final_placement.png
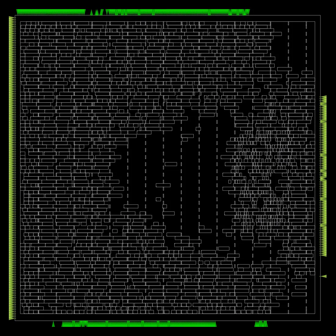
gate_families.png
Scale bar: 50 um.
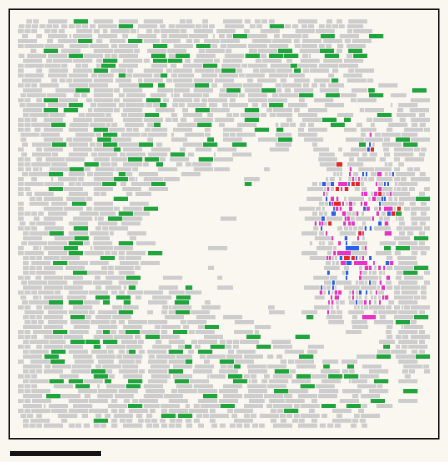
zoom.png
Scale bar: 10 um. Window x 106 to 131, y 58 to 83 um. Cells in gray, sequential cells in the stronger gray; small squares are vias.
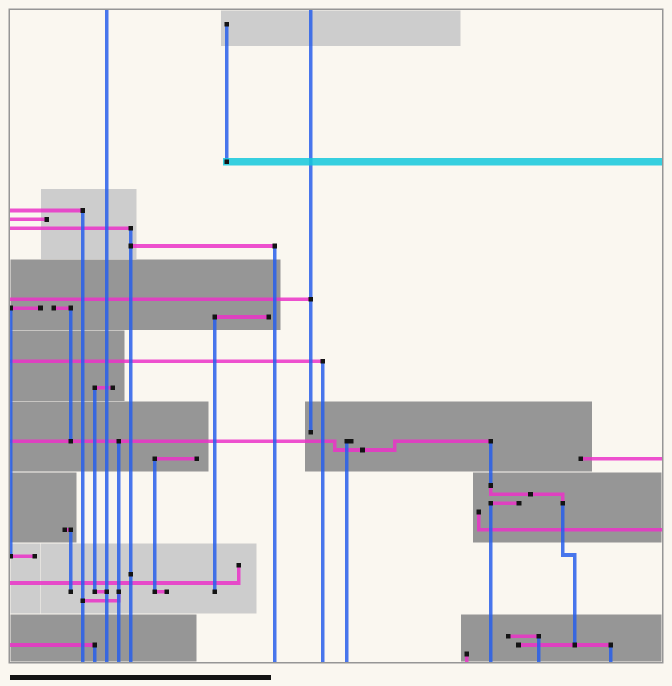
clock_map.png
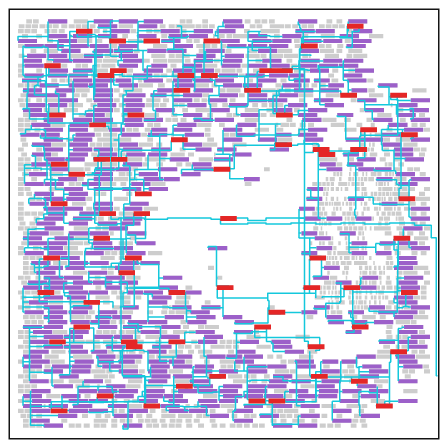
==> src/rtl/clfifo_word_unpacker_pkg.sv <==
// Shared types and widths for the cache-line to word unpacker.
// Line/word widths match the clfifo read and wordfifo write ports.
package clfifo_word_unpacker_pkg;

  localparam int LINE_W         = 512;
  localparam int WORD_W         = 32;
  localparam int COUNT_W        = 32;
  localparam int WORDS_PER_LINE = LINE_W / WORD_W;

  typedef enum logic [1:0] {
    IDLE,
    LOAD,
    EMIT,
    DONE
  } t_unpack_state;

endpackage

==> src/rtl/clfifo_word_unpacker.sv <==
// Pops cache lines from a show-ahead clfifo and writes them as words.
// Ports: start/num_words/busy/done control, cl_re_* pop, word_* write.
module clfifo_word_unpacker
  import clfifo_word_unpacker_pkg::*;
#(
  parameter int WORD_WIDTH  = WORD_W,
  parameter int LINE_WIDTH  = LINE_W,
  parameter int COUNT_WIDTH = COUNT_W
) (
  input  logic                   clk,
  input  logic                   reset_n,
  input  logic                   start,
  input  logic [COUNT_WIDTH-1:0] num_words,
  output logic                   busy,
  output logic                   done,
  input  logic [LINE_WIDTH-1:0]  cl_re_tdata,
  input  logic                   cl_re_tvalid,
  output logic                   cl_re_tready,
  output logic                   word_we,
  output logic [WORD_WIDTH-1:0]  word_wdata,
  input  logic                   word_almostfull
);

  localparam int WPL   = LINE_WIDTH / WORD_WIDTH;
  localparam int IDX_W = $clog2(WPL);

  t_unpack_state state_q;

  logic [COUNT_WIDTH-1:0]          remaining_q;
  logic [IDX_W-1:0]                idx_q;
  logic [WPL-1:0][WORD_WIDTH-1:0]  line_q;
  logic                            word_we_q;
  logic [WORD_WIDTH-1:0]           word_wdata_q;

  logic emit;
  logic last_word;
  logic end_line;
  logic reload;
  logic pop;

  always_comb begin
    emit      = (state_q == EMIT) && !word_almostfull;
    last_word = (remaining_q == COUNT_WIDTH'(1));
    end_line  = (idx_q == IDX_W'(WPL - 1));
    // Pop the next line in the same cycle as the last word of this one.
    reload    = emit && end_line &&
                (remaining_q > COUNT_WIDTH'(1));
    cl_re_tready = (state_q == LOAD) || reload;
    pop       = cl_re_tvalid && cl_re_tready;
  end

  // Line register carries data only; it needs no reset.
  always_ff @(posedge clk) begin
    if (pop) line_q <= cl_re_tdata;
  end

  always_ff @(posedge clk or negedge reset_n) begin
    if (!reset_n) begin
      state_q      <= IDLE;
      remaining_q  <= '0;
      idx_q        <= '0;
      word_we_q    <= 1'b0;
      word_wdata_q <= '0;
    end else begin
      word_we_q <= 1'b0;
      unique case (state_q)
        IDLE: begin
          if (start) begin
            if (num_words != '0) begin
              remaining_q <= num_words;
              state_q     <= LOAD;
            end else begin
              state_q <= DONE;
            end
          end
        end
        LOAD: begin
          if (cl_re_tvalid) begin
            idx_q   <= '0;
            state_q <= EMIT;
          end
        end
        EMIT: begin
          if (emit) begin
            word_we_q    <= 1'b1;
            word_wdata_q <= line_q[idx_q];
            remaining_q  <= remaining_q - COUNT_WIDTH'(1);
            idx_q        <= idx_q + IDX_W'(1);
            if (last_word) begin
              state_q <= DONE;
            end else if (end_line) begin
              if (cl_re_tvalid) idx_q <= '0;
              else              state_q <= LOAD;
            end
          end
        end
        DONE: state_q <= IDLE;
        default: state_q <= IDLE;
      endcase
    end
  end

  assign busy       = (state_q != IDLE);
  assign done       = (state_q == DONE);
  assign word_we    = word_we_q;
  assign word_wdata = word_wdata_q;

endmodule

==> config.mk <==
export PLATFORM = sky130hd
export DESIGN_NAME = clfifo_word_unpacker
export DESIGN_NICKNAME = d
export VERILOG_FILES = /design/src/rtl/clfifo_word_unpacker_pkg.sv /design/src/rtl/clfifo_word_unpacker.sv
export SDC_FILE = /design/constraint.sdc
export NUM_CORES = 1
export LEC_CHECK = 0
export CORE_MARGIN = 4
export CORE_UTILIZATION = 44
export CTS_CLUSTER_DIAMETER = 50
export DETAILED_ROUTE_END_ITERATION = 10
export PLACE_DENSITY = 0.75
export SLEW_MARGIN = 25
export SYNTH_ARGS = -nofsm -noshare
export SYNTH_HDL_FRONTEND = slang
export SYNTH_SLANG_ARGS = --single-unit
export TNS_END_PERCENT = 30
==> constraint.sdc <==
create_clock -name clk -period 37.1 [get_ports clk]
set_input_delay 3.71 -clock clk [delete_from_list [all_inputs] [get_ports clk]]
set_output_delay 3.71 -clock clk [all_outputs]
set_load 0.01 [all_outputs]
==> notes.md <==
run metrics: Nets 2263, Clk pin slew, worst setup/hold paths 0.05 ns, top cell type by total area after synthesis edfxtp_1, worst setup path endpoint cl_re_tready, postcts setup bufs 0, PortBufs 584, crit-path cells clkdlybuf4s50_1 > nor2_4 > buf_4 > inv_1 > o22ai_1 > clkdlybuf4s50_1, biggest area cells edfxtp_1 67%, mux4_2 16%, dfrtp_1 7.8%, Power, Total 2.19 mW, hold path endpoint word_wdata[20], multi-input logic area 5530 um^2, Slowest-stage cell, CP clkdlybuf4s50_1, largest net degree at the start of global routing 185, Peak VDD IR 0.0523 mV, fin crit period 9.50 ns, met3 wire length 5380 um, Mux area share 0.174, slowest cell delay on critical path 0.57 ns, mean number of vias per cell 5.45, Psw 0.618 mW, fill count 3538, met2 GRT Util 0.399, DRT met1 WL 23200 um, r2r startpoint idx_q[0], Crit path max-delay family buffers and inverters, GRT Util Overall 0.227, Top Layout Cells 583 x clkdlybuf4s50_1, 512 x edfxtp_1, 160 x mux4_2, 73 x clkbuf_16, 67 x dfrtp_1, layout cell share with drive strength beyond 1 0.194, WL/cell 26.1 um, min-delay worst type register to register, reg2reg end line_q[177], Unique cell types 51, tool warning count 30, power share of the combinational group 0.275, First DRT Iteration DRCs 1325, hold_buf cts 0, # clk buffers 88, critical path class input port to output pin, number of non-clock buffers 600, status complete, no violations, synthesized cell area 22900 um^2, DR top layer met5, Leak 10.6 nW, Die W 236 um, CTS Root Cell clkbuf_16, Post-synth EDFFs 512, met3 Use GR 0.0705, hold depth 1, share of power burned in registers 0.402, fin area 32100 um^2, area grow syn2layout 40.1%, CP bufs+invs 4, H-tree Lvls 3, yosys synthesis warning count 0, core utilization at floorplan 0.445, CP max FO 36, critical path depth in cells 6, die height 236 um, gr busiest metal met2, reg2reg setup slack 31.83 ns, Final Hold Fails 0, aggregate routed wire length 64400 um, area reported by Yosys stat 22900 um^2, combinational gates 448, RSZ-0062 raised after global routing no, dpl hpwl 46300 um, aoi share 0.0301, Top Consumer sequential cells, register area share after synthesis 0.749, # Max-Cap Violations 0, Post-Place Worst Slack 27.56 ns, final hold slack 0.506 ns, asr flop ratio synth 0.122, Tcrit/Tclk final 0.256, placed cell area 29600 um^2, number of flip-flops under the largest register name 512, Top cell area share 0.672, xor/xnor share 0, largest family of logic cells by area multiplexers, grt total ovfl 0, vias in the first global route 14738, Least-Margin Pin Slew 1.09 ns, reg2reg path depth 9, Clock Network Area Fraction 0.0762, vias 13435, # placed instances 2317, Final Wtd Congestion 0.883
About final_placement.png:
flop share of the area: 0.535
# rows: 83
core area: 51400 um^2
flop count: 583

About gate_families.png:
Key: red = AND and OR gates [cells 14, where middle right]; blue = NAND gates [cells 43, where middle right]; green = multiplexers [cells 194, where widely spread]; magenta = NOR gates [cells 85, where middle right]
combinational share of cell area: 0.173
Commonest Layout Cell: clkdlybuf4s50_1
Layout Cells excl Fill: 2465

About zoom.png:
Key: cyan = met3; blue = met2; magenta = met1
9 logic cells have their middle in the window. Most frequent: edfxtp_1 (6). Netlist names of flops here include `line_q` (6). Sequential cells in the window: 6.

About clock_map.png:
Key: cyan = clock wires [length 7280 um]; red = cells driving clock nets [count 72]; purple = flip-flops [count 583]
There are 73 routed clock nets. Position of the flops: widely spread.
Fin Clk Skew: 0.0285 ns
Clk. pwr: 0.708 mW
Clk Latency, worst-skew pair: 0.60 ns
Clock power frac: 0.324

No activity file was given, so power comes from the tool's default toggle rates.
